File: config.mk
export PLATFORM = sky130hd
export DESIGN_NAME = stream_echoer_flat
export DESIGN_NICKNAME = d
export VERILOG_FILES = /design/src/rtl/stream_echoer_if.sv /design/src/rtl/stream_echoer.sv /design/src/flat_wrapper.sv
export SDC_FILE = /design/constraint.sdc
export NUM_CORES = 1
export LEC_CHECK = 0
export ABC_AREA = 1
export CELL_PAD_IN_SITES_DETAIL_PLACEMENT = 0
export CELL_PAD_IN_SITES_GLOBAL_PLACEMENT = 1
export CORE_ASPECT_RATIO = 1.1
export CORE_UTILIZATION = 43
export CTS_CLUSTER_DIAMETER = 80
export CTS_CLUSTER_SIZE = 30
export DETAILED_ROUTE_END_ITERATION = 10
export PLACE_DENSITY_LB_ADDON = 0.15
export SYNTH_ARGS = -nofsm -noshare
export SYNTH_HDL_FRONTEND = slang
export SYNTH_SLANG_ARGS = --single-unit
File: constraint.sdc
create_clock -name clk -period 2.9 [get_ports clk]
set_input_delay 0.29 -clock clk [delete_from_list [all_inputs] [get_ports clk]]
set_output_delay 0.29 -clock clk [all_outputs]
set_load 0.02 [all_outputs]
File: src/rtl/stream_echoer_if.sv
`default_nettype none
// +-----------------------------------------------------------------------+
// | stream_echoer_if                                                      |
// | Valid/ready symbol stream used for both directions of stream_echoer.  |
// | Revision: 1.0                                                         |
// +-----------------------------------------------------------------------+
interface stream_echoer_if #(
  parameter int WIDTH = 8
);
  logic [WIDTH-1:0] data;
  logic             valid;
  logic             ready;

  modport master (output data, output valid, input ready);
  modport slave  (input data, input valid, output ready);
endinterface
`default_nettype wire

File: src/rtl/stream_echoer.sv
`default_nettype none
// +-----------------------------------------------------------------------+
// | stream_echoer                                                         |
// | FIFO echo with per-push transform, EOL-gated line mode and counters.  |
// | Revision: 1.0                                                         |
// +-----------------------------------------------------------------------+
module stream_echoer #(
  parameter int              WIDTH = 8,
  parameter int              DEPTH = 8,
  parameter logic [WIDTH-1:0] EOL  = WIDTH'(8'h0A),
  parameter int              CNT_W = 16
) (
  input  wire                     clk,
  input  wire                     rst,
  input  wire [1:0]               mode,
  input  wire [WIDTH-1:0]         xor_mask,
  stream_echoer_if.slave          host_to_dev,
  stream_echoer_if.master         dev_to_host,
  output logic [$clog2(DEPTH):0]  occupancy,
  output logic [$clog2(DEPTH):0]  n_lines,
  output logic [CNT_W-1:0]        n_symbols
);

  localparam int AW = $clog2(DEPTH);

  localparam logic [1:0] MODE_PASS = 2'd0;
  localparam logic [1:0] MODE_XOR  = 2'd1;
  localparam logic [1:0] MODE_INC  = 2'd2;
  localparam logic [1:0] MODE_LINE = 2'd3;

  localparam logic [AW:0]      LVL_FULL = DEPTH[AW:0];
  localparam logic [AW:0]      LVL_ZERO = '0;
  localparam logic [AW:0]      LVL_ONE  = {{AW{1'b0}}, 1'b1};
  localparam logic [AW-1:0]    PTR_ONE  = {{(AW-1){1'b0}}, 1'b1};
  localparam logic [WIDTH-1:0] DATA_ONE = {{(WIDTH-1){1'b0}}, 1'b1};
  localparam logic [CNT_W-1:0] CNT_ONE  = {{(CNT_W-1){1'b0}}, 1'b1};

  logic [WIDTH-1:0] r_mem_data [DEPTH];
  logic             r_mem_tag  [DEPTH];

  logic [AW-1:0]    r_wr_ptr;
  logic [AW-1:0]    r_rd_ptr;
  logic [AW:0]      r_count;
  logic [AW:0]      r_n_lines;
  logic             r_flush;
  logic [CNT_W-1:0] r_n_symbols;

  logic             w_in_ready;
  logic             w_out_valid;
  logic             w_push;
  logic             w_pop;
  logic             w_in_tag;
  logic             w_head_tag;
  logic [WIDTH-1:0] w_xform;

  assign w_in_ready  = (r_count < LVL_FULL) && !rst;
  assign w_push      = host_to_dev.valid && w_in_ready;
  assign w_pop       = w_out_valid && dev_to_host.ready;
  assign w_in_tag    = (host_to_dev.data == EOL);
  assign w_head_tag  = r_mem_tag[r_rd_ptr];

  // Line mode holds output back until a whole line is stored, unless the
  // FIFO filled up without one, in which case it drains until empty.
  always_comb begin
    w_out_valid = (r_count != LVL_ZERO);
    if (mode == MODE_LINE)
      w_out_valid = (r_count != LVL_ZERO) && ((r_n_lines != LVL_ZERO) || r_flush);
  end

  always_comb begin
    w_xform = host_to_dev.data;
    case (mode)
      MODE_PASS: w_xform = host_to_dev.data;
      MODE_XOR,
      MODE_LINE: w_xform = host_to_dev.data ^ xor_mask;
      MODE_INC:  w_xform = host_to_dev.data + DATA_ONE;
      default:   w_xform = host_to_dev.data;
    endcase
  end

  // Storage is not reset; entries are meaningless once the pointers clear.
  always_ff @(posedge clk) begin
    if (w_push) begin
      r_mem_data[r_wr_ptr] <= w_xform;
      r_mem_tag[r_wr_ptr]  <= w_in_tag;
    end
  end

  always_ff @(posedge clk) begin
    if (rst) begin
      r_wr_ptr    <= '0;
      r_rd_ptr    <= '0;
      r_count     <= '0;
      r_n_lines   <= '0;
      r_flush     <= 1'b0;
      r_n_symbols <= '0;
    end else begin
      if (w_push)
        r_wr_ptr <= r_wr_ptr + PTR_ONE;
      if (w_pop)
        r_rd_ptr <= r_rd_ptr + PTR_ONE;

      case ({w_push, w_pop})
        2'b10:   r_count <= r_count + LVL_ONE;
        2'b01:   r_count <= r_count - LVL_ONE;
        default: r_count <= r_count;
      endcase

      case ({w_push && w_in_tag, w_pop && w_head_tag})
        2'b10:   r_n_lines <= r_n_lines + LVL_ONE;
        2'b01:   r_n_lines <= r_n_lines - LVL_ONE;
        default: r_n_lines <= r_n_lines;
      endcase

      // Follows the registered level, so it lags full/empty by one cycle.
      if (r_count == LVL_FULL)
        r_flush <= 1'b1;
      else if (r_count == LVL_ZERO)
        r_flush <= 1'b0;

      if (w_push && (r_n_symbols != {CNT_W{1'b1}}))
        r_n_symbols <= r_n_symbols + CNT_ONE;
    end
  end

  assign host_to_dev.ready = w_in_ready;
  assign dev_to_host.valid = w_out_valid;
  assign dev_to_host.data  = w_out_valid ? r_mem_data[r_rd_ptr] : '0;
  assign occupancy         = r_count;
  assign n_lines           = r_n_lines;
  assign n_symbols         = r_n_symbols;

endmodule
`default_nettype wire

File: src/flat_wrapper.sv
// flat-port wrapper written by rule: the top's interface ports become plain ports
module stream_echoer_flat 
#(
  parameter int              WIDTH = 8,
  parameter int              DEPTH = 8,
  parameter logic [WIDTH-1:0] EOL  = WIDTH'(8'h0A),
  parameter int              CNT_W = 16
)
  (clk, rst, mode, xor_mask, occupancy, n_lines, n_symbols, host_to_dev_data, host_to_dev_valid, host_to_dev_ready, dev_to_host_data, dev_to_host_valid, dev_to_host_ready);
  stream_echoer_if #(.WIDTH(WIDTH)) host_to_dev_i ();
  stream_echoer_if #(.WIDTH(WIDTH)) dev_to_host_i ();
  input  wire clk;
  input  wire rst;
  input  wire [1:0] mode;
  input  wire [WIDTH-1:0] xor_mask;
  output logic [$clog2(DEPTH):0] occupancy;
  output logic [$clog2(DEPTH):0] n_lines;
  output logic [CNT_W-1:0] n_symbols;
  input wire logic [$bits(host_to_dev_i.data)-1:0] host_to_dev_data;
  input wire logic [$bits(host_to_dev_i.valid)-1:0] host_to_dev_valid;
  output wire logic [$bits(host_to_dev_i.ready)-1:0] host_to_dev_ready;
  output wire logic [$bits(dev_to_host_i.data)-1:0] dev_to_host_data;
  output wire logic [$bits(dev_to_host_i.valid)-1:0] dev_to_host_valid;
  input wire logic [$bits(dev_to_host_i.ready)-1:0] dev_to_host_ready;
  assign host_to_dev_i.data = host_to_dev_data;
  assign host_to_dev_i.valid = host_to_dev_valid;
  assign host_to_dev_ready = host_to_dev_i.ready;
  assign dev_to_host_data = dev_to_host_i.data;
  assign dev_to_host_valid = dev_to_host_i.valid;
  assign dev_to_host_i.ready = dev_to_host_ready;
  stream_echoer #(.WIDTH(WIDTH), .DEPTH(DEPTH), .EOL(EOL), .CNT_W(CNT_W)) u_core (.clk(clk), .rst(rst), .mode(mode), .xor_mask(xor_mask), .host_to_dev(host_to_dev_i), .dev_to_host(dev_to_host_i), .occupancy(occupancy), .n_lines(n_lines), .n_symbols(n_symbols));
endmodule
==> design notes <==
According to the timing report, the data required time at the worst endpoint equals 2610 ps. The final route contains 3887 vias. The number of global-route vias before repair is 3575, and the remaining design rule violation count is 0.

In the synthesis report, Yosys lists the chip area as 5060 µm². The tools report the maximum resistive drop on vdd as 0.345 mV. After Yosys synthesis, full adders, half adders and majority gates account for 3.12% of the synthesized area. The clock network burns 26.1% of the power. The wire length recorded after detailed routing is 11.3 mm. The registers of the reported paths see a clock transition of 70 ps. The highest fanout seen on the critical path was 20. Measured in cells, the most critical reg-to-reg path has a length of 12.

Once detailed placement completed, the half-perimeter wirelength came to 7.64 mm. Per the run summary, max-cap violations total 0. Yosys mapped a number of flops with a built-in enable equal to 72. For this run, the total global-route usage over all layers was measured as 19.5%. In this run the tool buffered the top-level ports with 55 buffer cells. The final clock period utilization by the worst path works out to 93.5%. The number of cells on the worst hold path works out to 2. STA lists the endpoint of the worst register-to-register path as u_core.n_lines[3]. Hold-check failures listed in the final report amount to 0. After layout, the setup clock skew is reported as 9.50 ps. The run gives 39 as the number of library cell types mapped by synthesis. With the initial cell density of the core at 44.0%, the number of nets at floorplan is 585.

Prior to clock tree synthesis, the placed netlist has a worst setup slack of 93.0 ps. Counting instances in the post-synthesis netlist gives the leading cell types as sky130_fd_sc_hd__nand2_1, sky130_fd_sc_hd__nor2_1, sky130_fd_sc_hd__edfxtp_1. 56 I/O pins were placed. The run gives 0 as the number of failing setup endpoints in the final timing report.

The upper clock frequency limit is 369 MHz. The share of total power in sequential cells was 42.3%. For this run, the number of Yosys warnings is 0.

The number of buffers on the longest clock path is 2. Counting every instance in the synthesized netlist gives 551. With the combinational share of power at 31.6%, the buffers inserted during post-CTS setup optimization is 0. The count of nets after finishing came out at 655. The run gives 0.643% for the mux cell area share after synthesis. The via density per instance is 5.01. In the setup report, the worst path falls into the class flop to output pin. The largest area contributor in the netlist was sky130_fd_sc_hd__edfxtp_1. In the log, the iteration count for the first detailed-route pass is 4.

The area fraction in and, or, nand and nor cells was 22.8%. In the post-route analysis, the smallest setup slack over all paths is 189 ps. The area growth from synthesis to layout is 21.3%. The register area share after synthesis is 56.2%, and the number of sinks handled by clock tree synthesis is 106.

The run finished with clean final reports. For the placeable core area, the log shows 11500 µm². The run gives 2.77% for the area fraction in xor and xnor cells.

The cell sitting at the root of the clock tree is a sky130_fd_sc_hd__clkbuf_16. Top logic cell family in the synthesized netlist: simple AND/OR/NAND/NOR gates. After synthesis, the cell types taking the most area are sky130_fd_sc_hd__edfxtp_1, sky130_fd_sc_hd__dfxtp_1, sky130_fd_sc_hd__nand2_1. In this run the most critical hold path is launched from u_core.r_rd_ptr[1].

Per the OpenROAD floorplan log, the width of the die is 105 µm. Per the synthesis report, the AND-OR/OR-AND share of the synthesized area is 9.50%. The average instance in the mapped netlist occupies 9.18 µm².

The final total negative setup slack is 0 ps. With the largest net degree at the start of global routing at 33, the post-synthesis cell area is 5060 µm². The report lists the number of cells resized after CTS as 0. Setup repair after global routing left no endpoint under its margin. The row count was 41; the worst-margin pin slew was 679 ps.

Data arrives at the worst endpoint at 2420 ps. For the total clock buffers created by CTS, the log shows 9. Among all flip-flop cells after synthesis, the most frequent one is sky130_fd_sc_hd__edfxtp_1.

Yosys stat counts 551 cells in the synthesized netlist. The reg-to-reg setup timing slack was 550 ps. The number of warnings in the stage logs is 28.

The routed design could run at a clock period as short as 2710 ps. The wire length of the first global-routing pass is 17.9 mm. Per the synthesis report, the single largest cell type by area occupies 42.7% of cell area. The headroom to the max-slew limit was 54.8%.

In the final layout, the share of cells above drive strength 1 is 11.2%. The detail route stage leaves a number of antenna-violating nets equal to 0. The H-tree was split into 3 levels. Yosys instantiated no cell more often than sky130_fd_sc_hd__nand2_1. The worst hold path class is flop to flop. The total power per unit cell area is 694 nW/µm², and the total global routing overflow is 0. The area of the chip was 12200 µm². The leakage component of the power was reported as 0.00230 µW.

Pins over their slew limit in the final report were tallied at 0. The final weighted congestion recorded by global placement is 0.799. The switching power as a share of total power was 33.5%; the number of antenna violations at the first check in global routing was 0.

The run gives 0 as the number of hold-repair buffers added at the cts stage. With the fraction of synthesis flops using an asynchronous set or reset pin at 0%, the die extent in y is 116 µm. Net switching power of the design: 1430 µW. The run gives 176 for the detailed router's first-iteration violation count.

Post-route total power: 4260 µW. The synthesis stat section lists a flop and latch total of 106. The tools report the startpoint type of the worst setup path as a flop. In the final routed layout, each cell accounts on average for 14.5 µm.

Endpoint kind of the worst setup timing path: an output pin. For this run, the script counts the antenna cells in the layout as 0. TritonCTS built the clock tree. The power report lists cell-internal power as 2830 µW.
[worst max-delay path: stages (launching register included)]
cell                              delay (ps)
sky130_fd_sc_hd__dfxtp_1                 360
sky130_fd_sc_hd__inv_2                   250
sky130_fd_sc_hd__buf_4                   330
sky130_fd_sc_hd__nand2_1                  80
sky130_fd_sc_hd__nand3_1                  80
sky130_fd_sc_hd__a21oi_1                  90
sky130_fd_sc_hd__nor3_1                  240
sky130_fd_sc_hd__clkdlybuf4s50_1         650
[power by group through the flow]
| stage | Sequential, µW | Clock [µW] | Combinational (µW) |
|---|---|---|---|
| CTS | 1800 | 1140 | 1370 |
| finish | 1800 | 1110 | 1350 |
| detailed placement | 1840 | 0 | 1360 |
| global route | 1810 | 1190 | 1500 |
| floorplan | 1850 | 0 | 847 |
| global placement | 1830 | 0 | 1340 |
[flip-flops by register name, summed over array words and instances, names as in the netlist, named ones only]
name,flops
u_core.n_lines,4
u_core.occupancy,4
u_core.r_wr_ptr,3
u_core.n_symbols,16
u_core.r_rd_ptr,3
u_core.r_mem_tag,8
u_core.r_mem_data,64
u_core.r_flush,1
[routing by layer]
metal	GRT usage [%]	wire [µm]	share of wire [%]	up-vias
li1	-	-	-	1993
met1	23.5	4990	44	1806
met2	34.7	5690	50	66
met3	2.14	266	2.4	22
met4	10.2	346	3.1	0
met5	0	0	0	-
[worst max-delay path by stage]
stage,start,cells after the start,endpoint,slack (ps)
floorplan,host_to_dev_data[0],12,u_core.n_lines[3],510
global placement,host_to_dev_data[0],13,u_core.n_lines[3],200
detailed placement,host_to_dev_data[0],13,u_core.n_lines[3],90
CTS,flop,7,dev_to_host_data[0],180
global route,flop,7,dev_to_host_data[0],40
finish,flop,7,dev_to_host_data[0],190
[area by class of cell]
class / instances / area, µm²
clock buffers: 10 / 229
clock inverters: 6 / 42.5
fillers: 1032 / 5350
inverters: 46 / 174
multi-input cells: 383 / 1960
flip-flops and latches: 106 / 2840
well taps: 150 / 188
repair buffers: 75 / 701
[kinds of logic (layout without fill, tap and decap cells)]
kind of cell	Yosys count	after routing
AND/OR/NAND/NOR	263	263
AND-OR/OR-AND	89	89
flip-flops	106	106
multiplexers	3	3
adder cells (fa/ha/maj)	12	12
buffers and inverters	62	137
XOR/XNOR	16	16
[metrics by stage]
step                      area, µm²  hold slack [ps]  utilization, %  cells
after floorplan                5060              462               -    551
after CTS                      6140              507            53.4    776
final                          6140              508            53.4    776
after global placement         5870              480            51.1    760
after detailed placement       5870              496            51.1    760
after global routing           6140              536            53.4    776
[placed cells by master, fill, tap and decap left out, drive strengths merged]
| cell | n |
|---|---|
| a31oi | 1 |
| a22o | 1 |
| mux2i | 1 |
| buf | 20 |
| nand4 | 9 |
| mux2 | 2 |
| clkdlybuf4s50 | 55 |
| ha | 11 |
| fa | 1 |
| clkbuf | 10 |
| xnor2 | 8 |
| o211ai | 1 |
| inv | 44 |
| xor2 | 8 |
| edfxtp | 72 |
| nand3 | 36 |
| nand2 | 123 |
| nor4 | 1 |
| clkinvlp | 1 |
| o22ai | 1 |
| nor3b | 1 |
| o21ai | 39 |
| clkinv | 7 |
| nor3 | 9 |
| o221ai | 1 |
| nor2 | 84 |
| dfxtp | 34 |
| a21oi | 45 |
==> images/clk_routes.png <==
Scale bar: 20 µm.
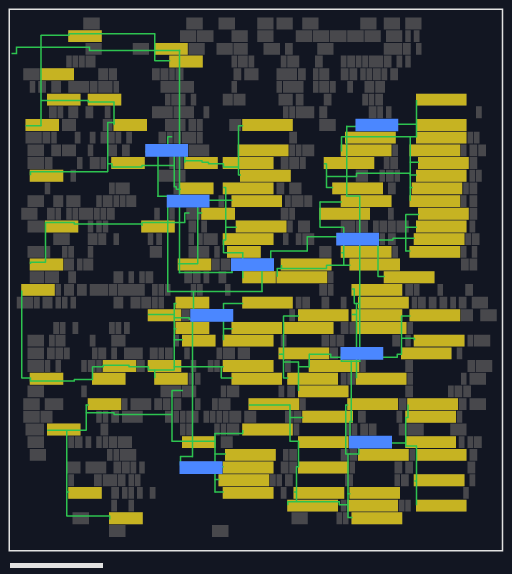
legend:
  clock wires:
    color: green
    length: 1150 µm
  flip-flops:
    color: yellow
    count: 106
  clock drivers:
    color: blue
    count: 9
flops lie: spread over the die
Latency at later pin: 350 ps
clock group power: 1110 µW

==> images/logic_types.png <==
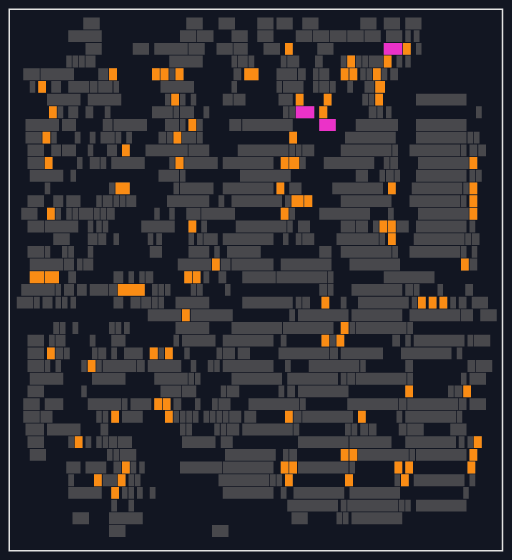
legend:
  inverting AOI/OAI gates:
    color: orange
    cells: 88
    where: spread over the die
  multiplexers:
    color: magenta
    cells: 3
fin cells: 776
most used logic cell in the final layout: sky130_fd_sc_hd__nand2_1
Comb area share: 32.0%

No activity file was given, so power comes from the tool's default toggle rates.
